### config.mk
export PLATFORM = sky130hd
export DESIGN_NAME = nco_pwm_array_flat
export DESIGN_NICKNAME = d
export VERILOG_FILES = /design/src/rtl/nco_pwm_array_if.sv /design/src/rtl/nco_pwm_array.sv /design/src/flat_wrapper.sv
export SDC_FILE = /design/constraint.sdc
export NUM_CORES = 1
export LEC_CHECK = 0
export CORE_ASPECT_RATIO = 1.25
export CORE_UTILIZATION = 68
export CTS_CLUSTER_SIZE = 16
export DETAILED_ROUTE_END_ITERATION = 8
export PLACE_DENSITY = 0.86
export SYNTH_ARGS = -nofsm -noshare
export SYNTH_HDL_FRONTEND = slang
export SYNTH_SLANG_ARGS = --single-unit
### constraint.sdc
create_clock -name pwm_clk_i -period 19.51 [get_ports pwm_clk_i]
set_input_delay 4.8775 -clock pwm_clk_i [delete_from_list [all_inputs] [get_ports pwm_clk_i]]
set_output_delay 4.8775 -clock pwm_clk_i [all_outputs]
set_load 0.05 [all_outputs]
### src/rtl/nco_pwm_array_if.sv
// Shadow-write / status bundle for nco_pwm_array. The controller drives the
// master side; the PWM array is the slave.
interface nco_pwm_array_if #(
    parameter int C_NCHAN     = 4,
    parameter int C_PWM_WIDTH = 24
);
    localparam int C_CHW = (C_NCHAN > 1) ? $clog2(C_NCHAN) : 1;

    logic [C_PWM_WIDTH-1:0] pwm_value_i;
    logic                   pwm_mode_i;
    logic [C_CHW-1:0]       pwm_chan_i;
    logic                   pwm_load_i;
    logic                   pwm_update_i;
    logic                   pwm_busy_o;
    logic                   frame_o;
    logic [C_NCHAN-1:0]     PWM;

    modport master (
        output pwm_value_i, pwm_mode_i, pwm_chan_i, pwm_load_i, pwm_update_i,
        input  pwm_busy_o, frame_o, PWM
    );

    modport slave (
        input  pwm_value_i, pwm_mode_i, pwm_chan_i, pwm_load_i, pwm_update_i,
        output pwm_busy_o, frame_o, PWM
    );
endinterface

### src/rtl/nco_pwm_array.sv
// Multi-channel PWM generator: each channel runs as an NCO (carry out of a
// phase accumulator) or an edge-aligned counter compare, with frame-synchronous commit.
module nco_pwm_array #(
    parameter int C_NCHAN     = 4,
    parameter int C_PWM_WIDTH = 24
) (
    input  logic            pwm_clk_i,
    input  logic            pwm_rst_i,
    nco_pwm_array_if.slave  bus
);
    localparam int W     = C_PWM_WIDTH;
    localparam int C_CHW = (C_NCHAN > 1) ? $clog2(C_NCHAN) : 1;
    localparam logic [W-1:0] F_MAX = '1;

    logic [W-1:0]       f_q, f_d;
    logic               pending_q, pending_d;
    logic [W-1:0]       sh_val_q  [C_NCHAN];
    logic [W-1:0]       sh_val_d  [C_NCHAN];
    logic               sh_mode_q [C_NCHAN];
    logic               sh_mode_d [C_NCHAN];
    logic [W-1:0]       act_val_q [C_NCHAN];
    logic [W-1:0]       act_val_d [C_NCHAN];
    logic               act_mode_q[C_NCHAN];
    logic               act_mode_d[C_NCHAN];
    logic [W-1:0]       acc_q     [C_NCHAN];
    logic [W-1:0]       acc_d     [C_NCHAN];
    logic [W:0]         sum       [C_NCHAN];
    logic [C_NCHAN-1:0] pwm_q, pwm_d;
    logic               commit;

    always_comb begin
        f_d       = f_q + 1'b1;
        // Commit only if the request was already pending entering the last cycle.
        commit    = (f_q == F_MAX) && pending_q;
        pending_d = pending_q;
        if (commit) begin
            pending_d = 1'b0;
        end else if (bus.pwm_update_i) begin
            pending_d = 1'b1;
        end
        pwm_d = '0;
        for (int c = 0; c < C_NCHAN; c++) begin
            sum[c]        = {1'b0, acc_q[c]} + {1'b0, act_val_q[c]};
            pwm_d[c]      = act_mode_q[c] ? (f_q < act_val_q[c]) : sum[c][W];
            acc_d[c]      = commit ? '0 : sum[c][W-1:0];
            act_val_d[c]  = commit ? sh_val_q[c]  : act_val_q[c];
            act_mode_d[c] = commit ? sh_mode_q[c] : act_mode_q[c];
            sh_val_d[c]   = sh_val_q[c];
            sh_mode_d[c]  = sh_mode_q[c];
            // Out-of-range indices match no channel and are dropped.
            if (bus.pwm_load_i && (bus.pwm_chan_i == C_CHW'(c))) begin
                sh_val_d[c]  = bus.pwm_value_i;
                sh_mode_d[c] = bus.pwm_mode_i;
            end
        end
    end

    always_ff @(posedge pwm_clk_i or posedge pwm_rst_i) begin
        if (pwm_rst_i) begin
            f_q        <= '0;
            pending_q  <= 1'b0;
            sh_val_q   <= '{default: '0};
            sh_mode_q  <= '{default: 1'b0};
            act_val_q  <= '{default: '0};
            act_mode_q <= '{default: 1'b0};
            acc_q      <= '{default: '0};
            pwm_q      <= '0;
        end else begin
            f_q        <= f_d;
            pending_q  <= pending_d;
            sh_val_q   <= sh_val_d;
            sh_mode_q  <= sh_mode_d;
            act_val_q  <= act_val_d;
            act_mode_q <= act_mode_d;
            acc_q      <= acc_d;
            pwm_q      <= pwm_d;
        end
    end

    assign bus.PWM        = pwm_q;
    assign bus.pwm_busy_o = pending_q;
    // Gated by reset so the frame marker stays low until counting resumes.
    assign bus.frame_o    = (f_q == '0) && !pwm_rst_i;
endmodule
### src/flat_wrapper.sv
// flat-port wrapper written by rule: the top's interface ports become plain ports
module nco_pwm_array_flat 
#(
    parameter int C_NCHAN     = 4,
    parameter int C_PWM_WIDTH = 24
)
  (pwm_clk_i, pwm_rst_i, bus_pwm_value_i, bus_pwm_mode_i, bus_pwm_chan_i, bus_pwm_load_i, bus_pwm_update_i, bus_pwm_busy_o, bus_frame_o, bus_PWM);
  nco_pwm_array_if #(.C_NCHAN(C_NCHAN), .C_PWM_WIDTH(C_PWM_WIDTH)) bus_i ();
  input  logic pwm_clk_i;
  input  logic pwm_rst_i;
  input wire logic [$bits(bus_i.pwm_value_i)-1:0] bus_pwm_value_i;
  input wire logic [$bits(bus_i.pwm_mode_i)-1:0] bus_pwm_mode_i;
  input wire logic [$bits(bus_i.pwm_chan_i)-1:0] bus_pwm_chan_i;
  input wire logic [$bits(bus_i.pwm_load_i)-1:0] bus_pwm_load_i;
  input wire logic [$bits(bus_i.pwm_update_i)-1:0] bus_pwm_update_i;
  output wire logic [$bits(bus_i.pwm_busy_o)-1:0] bus_pwm_busy_o;
  output wire logic [$bits(bus_i.frame_o)-1:0] bus_frame_o;
  output wire logic [$bits(bus_i.PWM)-1:0] bus_PWM;
  assign bus_i.pwm_value_i = bus_pwm_value_i;
  assign bus_i.pwm_mode_i = bus_pwm_mode_i;
  assign bus_i.pwm_chan_i = bus_pwm_chan_i;
  assign bus_i.pwm_load_i = bus_pwm_load_i;
  assign bus_i.pwm_update_i = bus_pwm_update_i;
  assign bus_pwm_busy_o = bus_i.pwm_busy_o;
  assign bus_frame_o = bus_i.frame_o;
  assign bus_PWM = bus_i.PWM;
  nco_pwm_array #(.C_NCHAN(C_NCHAN), .C_PWM_WIDTH(C_PWM_WIDTH)) u_core (.pwm_clk_i(pwm_clk_i), .pwm_rst_i(pwm_rst_i), .bus(bus_i));
endmodule
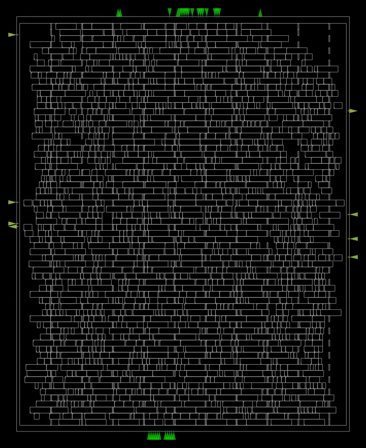
Figure 1: run 1, cell outlines without signal wires.
Layout Utilization: 0.764
Tapcells: 340
number of cell rows: 66

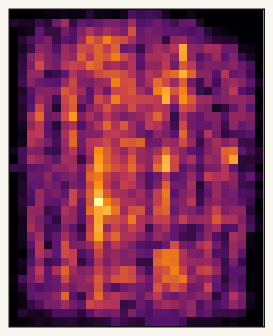
Figure 2: run 1, routed metal per tile.
30 x 37 tiles, from black (low) to pale yellow (high), scaled to the fullest tile. Values are wire area over tile area, all layers added.
The mean over all tiles is 0.26. The fullest tile reaches 0.81. The densest ninth of the die: centre. 18% of the tiles are over half the peak.

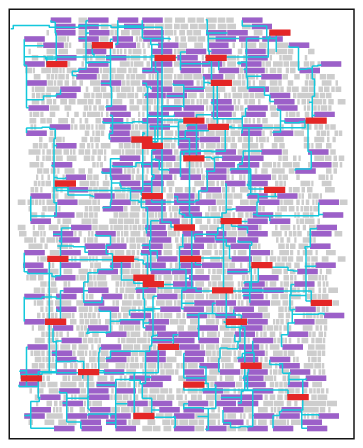
Figure 3: run 1, clock wires, drivers and flops.
flip-flops: in purple, count 325. clock wires: in cyan, length 3820 um. cells driving clock nets: in red, count 34.
There are 35 routed clock nets. Position of the flops: spread over the die.
clock network power: 0.644 mW
clock power share: 0.444
Post-Route Skew: 14.5 ps
Late-Pin Clk Latency: 510 ps

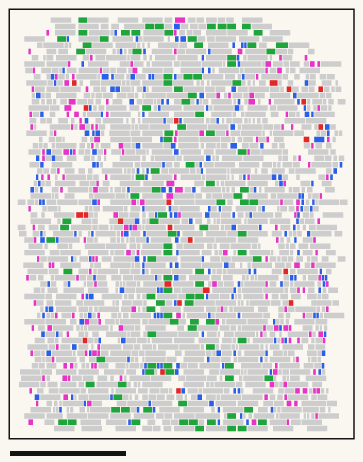
Figure 4: run 1, selected gate families.
Bar = 50 um.
NAND gates: in blue, cells 241, most used nand2_1, where spread over the die. NOR gates: in magenta, cells 193, most used nor2_1, where spread over the die. AND and OR gates: in red, cells 23, most used and3_1. multiplexers: in green, cells 109, most used mux2_2.
most frequent logic cell in the layout: dfrtp_1
combinational share of cell area: 0.472
final non-filler cell total: 2185

==> results.cfg, run 1 <==
; synthesis and place-and-route metrics
[place]
post-place-ws_ps = 7820
dp_hpwl_um = 29100
port-buffer-count = 36
dp_cells = 2126

[clock_network]
cts.sinks = 325
cts_root_buf = clkbuf_16
cts_max_level = 2
cts_tree = done

[route]
wl_per_cell_um = 20.4
drc = 0
wirelength_um = 44500
drtIter0Drc = 984

[grt]
grt_pass1_vias = 14400
grt_overflow = 0
grt_usage = 0.338

[logic_synthesis]
yosys_area_um2 = 18300
syn_area_um2 = 18300
ys.flop_type = dfrtp_1
fp_nets = 2026
edf_count = 0

[worst_setup_path]
cp.buffers_inverters = 2
critPathLaunchType = input port
reg2reg_slack_ps = 16200
crit_path_max_fanout = 2
r2r-end = u_core.act_mode_q[2]

[final_timing]
hold_violations = 0
drv_slew = 0
tightest_slew_ps = 1210
finalSetupTns_ps = 0

[power]
power.internal_mw = 1.13
seqPwrFrac = 0.507
p_per_area_nw_per_um2 = 72.5

[cells_and_area]
fin_nets = 2047
final_area_um2 = 20000
antenna_cells = 0

[hold_path]
hold_end = u_core.act_val_q[15]
hp-start = u_core.sh_val_q[15]

[floorplanning]
core_um2 = 26200
die_area_um2 = 27500
chipHeight_um = 185
ioPinCount = 37

[run]
warnings = 31

[status]
status = finished clean
## run 1: worst max-delay path by stage
| stage | endpoint | depth (start not counted) | slack [ps] | start |
|---|---|---|---|---|
| detailed placement | bus_frame_o | 5 | 7820 | pwm_rst_i |
| floorplan | u_core.acc_q[0] | 1 | 5630 | pwm_rst_i |
| global placement | bus_frame_o | 5 | 7800 | pwm_rst_i |
| global route | bus_frame_o | 5 | 7670 | pwm_rst_i |
| CTS | bus_frame_o | 5 | 7810 | pwm_rst_i |
| finish | bus_frame_o | 5 | 7780 | pwm_rst_i |
## run 1: cell families after synthesis
group                      share of synthesized area
AOI/OAI and AO/OA                              0.152
xor gates and xnor gates                      0.0470
and+or+nand+nor                                0.115
DFF                                            0.445
adders and majority gates                      0.135
buffers and inverters                         0.0393
muxes                                         0.0674
## run 1: cell type report
cell class / count / area, um2
fill: 1608 / 6170
clock inverter: 11 / 120
clock buffer: 48 / 975
inverter: 123 / 469
tap: 340 / 425
multi-input combinational: 1292 / 9430
sequential: 325 / 8130
timing repair buffer: 46 / 448
## run 1: power groups by stage
stage	logic [mW]	clock network, mW	registers, mW
finish	0.0706	0.644	0.736
global route	0.0769	0.676	0.740
detailed placement	0.0696	0	0.745
CTS	0.0714	0.650	0.735
floorplan	0.0495	0	0.739
global placement	0.0660	0	0.743
## run 1: cell usage after synthesis, types with 27 or more instances
cell type  instances  area share
o21ai_0          142       0.039
mux2_2           108       0.067
a21o_1            75       0.031
ha_1             190        0.13
nand4_1           31       0.011
clkbuf_1          39      0.0080
xor2_1            37       0.018
a21oi_1          101       0.028
nand2_1          166       0.034
inv_1            122       0.025
xnor2_1           61       0.029
nor2b_1           27      0.0092
nor2_1           134       0.028
nand3_1           29      0.0079
dfrtp_1          325        0.45
## run 1: metal layers
metal	global-route usage	wire, um	share of wire	vias up
met1	0.424	18100	0.41	6950
met3	0.0453	2460	0.055	146
li1	-	-	-	6374
met4	0.151	1770	0.040	0
met2	0.583	22200	0.50	501
met5	0	0	0	-
## run 1: state kept, by name, summed over array words and instances, names as in the netlist
register,cells
u_core.bus.PWM,4
u_core.sh_mode_q,4
u_core.act_mode_q,4
u_core.sh_val_q,96
u_core.act_val_q,96
u_core.f_q,24
u_core.bus.pwm_busy_o,1
u_core.acc_q,96
## run 1: cells in the final DEF (no fill, tap or decap), types with 35 or more instances in the layout
cell type	instances
a21o_1	75
a21oi_1	101
clkbuf_16	35
clkdlybuf4s50_1	36
dfrtp_1	325
ha_1	190
inv_1	121
mux2_2	108
nand2_1	166
nor2_1	134
o21ai_0	142
xnor2_1	61
xor2_1	37
## run 1: worst register-to-register path, cell delays in order, from the launching register on
cell and delay (ps):
dfrtp_1 640, and3_1 250, nand3_1 150, nor2_2 270, nand3_1 210, nor3_2 290
buf_4 320, buf_4 600, mux2_2 450
## run 1: stage by stage
step,util,hold slack (ps),power [mW]
2_1_floorplan,-,444,0.789
3_3_place_gp,0.722,452,0.809
3_5_place_dp,0.722,463,0.815
4_1_cts,0.764,479,1.46
5_1_grt,0.764,499,1.49
6_report,0.764,480,1.45
Figure 5. Layout detail (run 1).
Bar = 10 um. Region (62, 43) to (87, 68) um. Cells in grey, sequential cells in the stronger grey; small squares are vias.
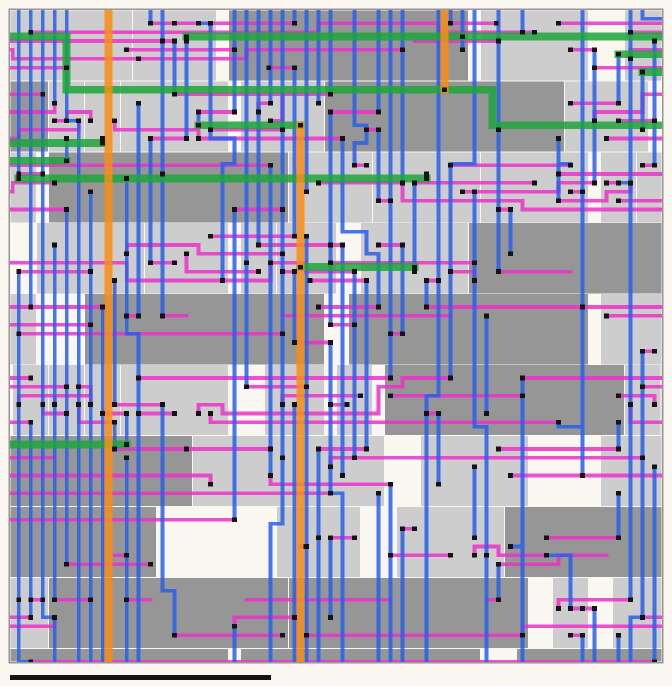

==> run 1 -> run 2 <==
- CORE_UTILIZATION: 68 -> 57
- PLACE_DENSITY: 0.86 -> 0.77
- clock period: 19.51 -> 9.9 ns (I/O delays scaled with it)
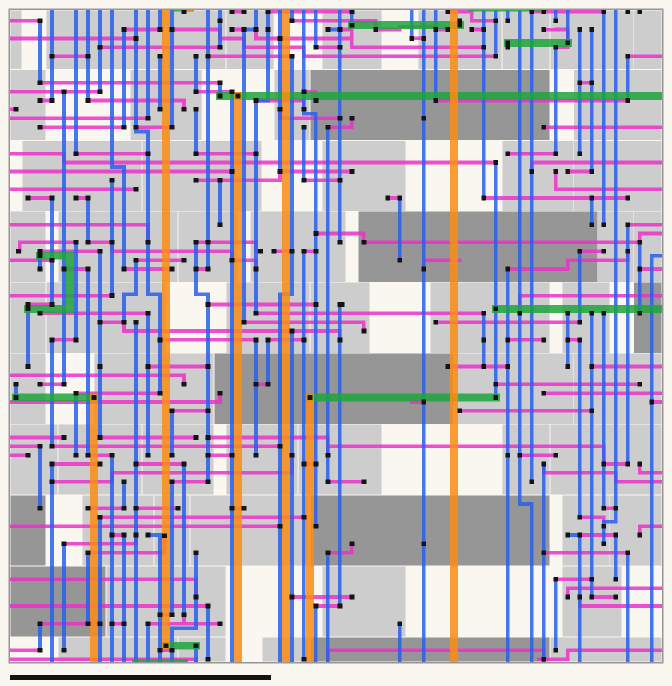
Figure 6: run 2, layout detail.
Bar = 10 um. Region (69, 48) to (94, 73) um. Cells in grey, sequential cells in the stronger grey; small squares are vias.
met1: in magenta. met2: in blue. met4: in orange. met3: in green.
Netlist names of flops here include `u_core.f_q` (4). Sequential cells in the window: 4. 50 logic cells have their middle in the window. Most frequent: ha_1 (13), a21o_1 (5), dfrtp_1 (4).

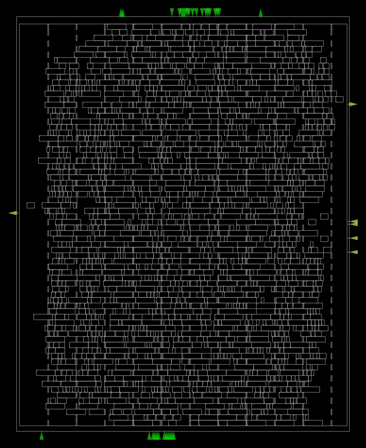
Figure 7: run 2, cell outlines without signal wires.
core area: 31300 um2
FF+latch count: 325
sequential cell area share: 0.405
number of cell rows: 72
fillcell total: 2385

==> results.cfg, run 2 <==
; synthesis and place-and-route metrics
[worst_setup_path]
critPathLaunchType = input port
cp.buffers_inverters = 2

[final_timing]
fin_skew_ps = 8.50
hold_violations = 0
finalSetupTns_ps = 0

[floorplanning]
ioPinCount = 37
die_area_um2 = 32800
chipHeight_um = 202

[grt]
grt_pass1_vias = 14000
gr-usage-met2 = 0.448
use_met3 = 0.0267
top_usage_layer = met2
grt_overflow = 0
grt_usage = 0.263

[route]
drtIter0Drc = 804
drc = 0

[power]
power_mw = 2.85
seqPwrFrac = 0.507
power.internal_mw = 2.22
clkPwrFrac = 0.445

[cells_and_area]
antenna_cells = 0
lay_top_cells = dfrtp_1, ha_1, nand2_1, o21ai_0, nor2_1
layout_top_cell = dfrtp_1

[status]
status = finished clean

[logic_synthesis]
syn_area_um2 = 18300
yosys-top-cells-area = dfrtp_1, ha_1, mux2_2
edf_count = 0
ys.flop_type = dfrtp_1
yosys_area_um2 = 18300
synthTopCellsByCount = dfrtp_1, ha_1, nand2_1, o21ai_0, nor2_1

[clock_network]
clk-insertion-delay-late_ps = 570
cts_root_buf = clkbuf_16
cts_tree = done
cts.sinks = 325
cts_max_level = 1

[hold_path]
hold_end = u_core.act_val_q[1]

[run]
warnings = 31

[place]
dp_hpwl_um = 29000
==> run 2: cells by family (layout without fill, tap and decap cells) <==
logic type,count (synthesis),in the layout,share of synthesized area
flip-flops,325,325,0.445
XOR/XNOR,98,98,0.0470
AND-OR/OR-AND,434,434,0.152
buffers and inverters,184,226,0.0393
AND/OR/NAND/NOR,457,457,0.115
multiplexers,109,109,0.0674
adder cells (fa/ha/maj),194,194,0.135
==> run 2: area by class of cell <==
cell class	count	area, um2
Clock buffer	37	838
Clock inverter	20	249
Fill cell	2385	11200
Inverter	123	465
Multi-Input combinational cell	1292	9430
Sequential cell	325	8130
Tap cell	407	509
Timing Repair Buffer	46	460
==> run 2: power by group through the flow <==
stage / registers, mW / clock network [mW] / logic, mW
after floorplan: 1.46 / 0 / 0.0977
after CTS: 1.44 / 1.29 / 0.139
after detailed placement: 1.47 / 0 / 0.138
final: 1.44 / 1.27 / 0.136
after global routing: 1.45 / 1.33 / 0.150
after global placement: 1.46 / 0 / 0.133
==> run 2: worst max-delay path by stage <==
stage | slack, ps | start | endpoint | depth (start not counted)
4_1_cts | 2820 | pwm_rst_i | bus_frame_o | 5
3_5_place_dp | 2840 | pwm_rst_i | bus_frame_o | 5
3_3_place_gp | 2780 | pwm_rst_i | bus_frame_o | 5
5_1_grt | 2760 | pwm_rst_i | bus_frame_o | 5
2_1_floorplan | 3090 | pwm_rst_i | u_core.acc_q[0] | 1
6_report | 2840 | pwm_rst_i | bus_frame_o | 5
==> run 2: worst reg2reg max path: cells and delay by family (launching register included) <==
family / cells / cell delay, ps
muxes: 1 / 470
and+or+nand+nor: 5 / 1160
buffers and inverters: 1 / 760
DFF: 1 / 630
==> run 2: metal layers <==
metal  part of all wire  up-vias
li1                   -     6375
met1               0.44     6637
met2               0.49      251
met3              0.029       92
met4              0.037        0
met5                  0        -
==> run 2: per-stage QoR <==
stage	area, um2	instances	hold slack (ps)	setup WS, ps
6_report	20100	2250	477	2840
5_1_grt	20100	2250	505	2760
4_1_cts	20100	2250	479	2820
3_5_place_dp	19000	2193	464	2840
3_3_place_gp	19000	2193	453	2780
2_1_floorplan	18300	1801	444	3090
Figure 8. Selected gate families (run 2).
Bar = 50 um.
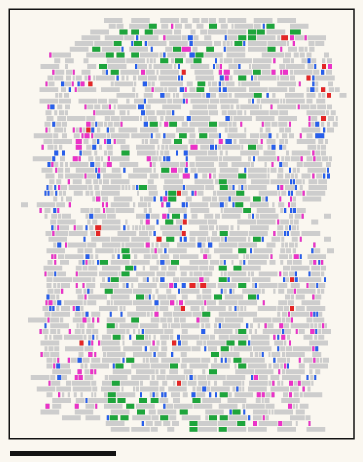

==> run 2 -> run 3 <==
- clock period: 9.9 -> 5.8 ns (I/O delays scaled with it)
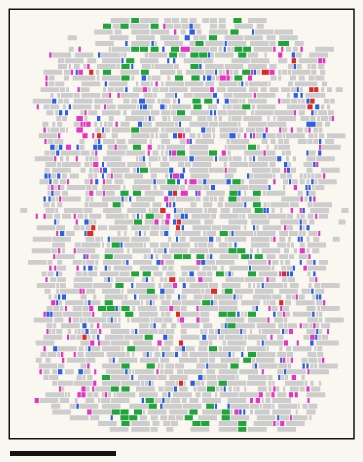
Figure 9: run 3, selected gate families.
Bar = 50 um.
NOR gates: in magenta, cells 193, most used nor2_1, where spread over the die. AND and OR gates: in red, cells 23, most used and3_1. multiplexers: in green, cells 109, most used mux2_2. NAND gates: in blue, cells 241, most used nand2_1, where spread over the die.

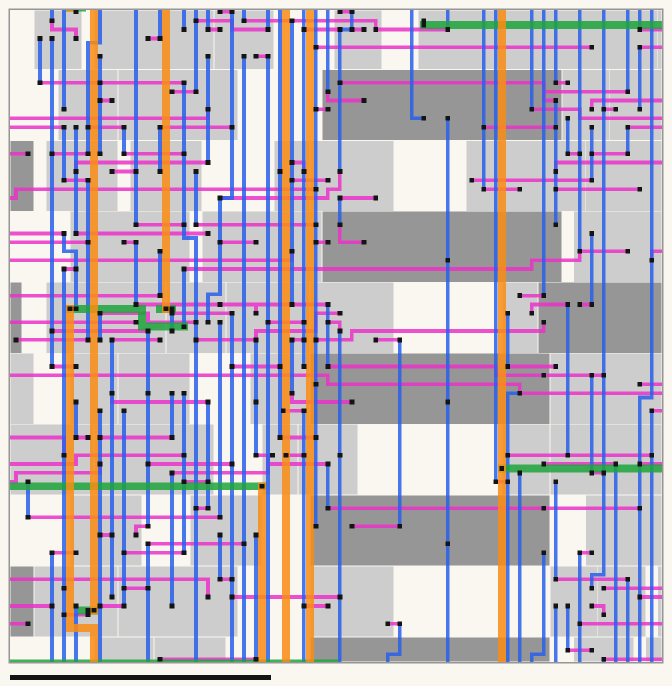
Figure 10: run 3, layout detail.
Bar = 10 um. Region (69, 48) to (94, 73) um. Cells in grey, sequential cells in the stronger grey; small squares are vias.
met1: in magenta. met4: in orange. met2: in blue. met3: in green.
Most frequent: ha_1 (13), a21o_1 (5), dfrtp_1 (5). 46 logic cells have their middle in the window. Sequential cells in the window: 5. Netlist names of flops here include `u_core.f_q` (4), `u_core.sh_val_q` (1).

==> results.cfg, run 3 <==
; synthesis and place-and-route metrics
[cells_and_area]
utilization = 0.645
antenna_cells = 0
layout_top_cell = dfrtp_1
final_area_um2 = 20200
lay_top_cells = dfrtp_1, ha_1, nand2_1, o21ai_0, nor2_1
reg_top3 = u_core.acc_q x96, u_core.act_val_q x96, u_core.sh_val_q x96

[logic_synthesis]
synth_top_cell_by_area = dfrtp_1
synthTopCellsByCount = dfrtp_1, ha_1, nand2_1, o21ai_0, nor2_1
synth.top_cell.area_share = 0.445
yosys_area_um2 = 18300
fp_nets = 2026
yosys-top-cells-area = dfrtp_1, ha_1, mux2_2
edf_count = 0

[clock_network]
cts_max_level = 2
cts.sinks = 325
cts_tree = done

[final_timing]
drv_slew = 0
finalSetupTns_ps = 0
hold_violations = 0
tightest_slew_ps = 824

[worst_setup_path]
reg2reg_slack_ps = 2800
cp.buffers_inverters = 2
critPathLaunchType = input port
startpoint = pwm_rst_i
endpoint = bus_frame_o

[power]
power.internal_mw = 3.88
clkPwrFrac = 0.455
p_per_area_nw_per_um2 = 246
seqPwrFrac = 0.498

[floorplanning]
rows = 72
ioPinCount = 37
core_um2 = 31300

[grt]
grt_overflow = 0
grt_pass1_vias = 13900
grt_usage = 0.270

[route]
drtIter0Drc = 1041
wl_per_cell_um = 18.8
drc = 0
wirelength_um = 42400

[place]
dp_hpwl_um = 29700

[status]
status = finished clean

[run]
warnings = 33
[run 3: cell counts after synthesis]
No cell type changed its count.
[run 3: metrics by stage]
stage	setup slack (ps)	std cells	hold WS, ps	power [mW]
global route	701	2253	499	5.13
finish	805	2253	474	4.96
global placement	757	2194	452	2.72
CTS	807	2253	480	5.00
detailed placement	836	2194	462	2.75
floorplan	13.3	1801	444	2.65
[run 3: kinds of logic (layout without fill, tap and decap cells)]
group           count (synthesis)  count (layout)  synth area share
simple gates                  457             457             0.115
mux                           109             109            0.0674
compound gates                434             434             0.152
flops                         325             325             0.445
xor+xnor                       98              98            0.0470
fa+ha+maj                     194             194             0.135
buf+inv                       184             229            0.0393
[run 3: layout make-up]
type / instances / area [um2]
Multi-Input combinational cell: 1292 / 9430
Timing Repair Buffer: 47 / 480
Tap cell: 407 / 509
Sequential cell: 325 / 8130
Inverter: 123 / 465
Fill cell: 2362 / 11100
Clock buffer: 49 / 1020
Clock inverter: 10 / 138
[run 3: how the worst min path moves through the flow]
stage,from,to,slack [ps],cells past startpoint
2_1_floorplan,u_core.sh_val_q[10],u_core.act_val_q[10],440,2
3_3_place_gp,u_core.sh_val_q[31],u_core.act_val_q[31],450,2
3_5_place_dp,u_core.sh_val_q[6],u_core.act_val_q[6],460,2
4_1_cts,u_core.sh_val_q[18],u_core.act_val_q[18],480,2
5_1_grt,u_core.sh_val_q[7],u_core.act_val_q[7],500,2
6_report,u_core.sh_val_q[5],u_core.act_val_q[5],470,2
[run 3: layer usage]
metal  vias to the layer above  track usage  part of all wire
met5                         -            0                 0
li1                       6374            -                 -
met4                         0        0.107             0.035
met3                        86       0.0300             0.035
met2                       283        0.460              0.49
met1                      6663        0.351              0.44
[run 3: power groups by stage]
| stage | Clock, mW | Combinational (mW) | Sequential [mW] |
|---|---|---|---|
| 2_1_floorplan | 0 | 0.167 | 2.49 |
| 3_3_place_gp | 0 | 0.228 | 2.50 |
| 3_5_place_dp | 0 | 0.239 | 2.51 |
| 4_1_cts | 2.30 | 0.241 | 2.47 |
| 5_1_grt | 2.39 | 0.259 | 2.48 |
| 6_report | 2.26 | 0.236 | 2.47 |
[run 3: tightest hold or removal path: stages, from the launching register on]
cell     delay, ps
dfrtp_1        340
nand2_1         40
o21ai_0         60
No activity file was given, so power comes from the tool's default toggle rates.
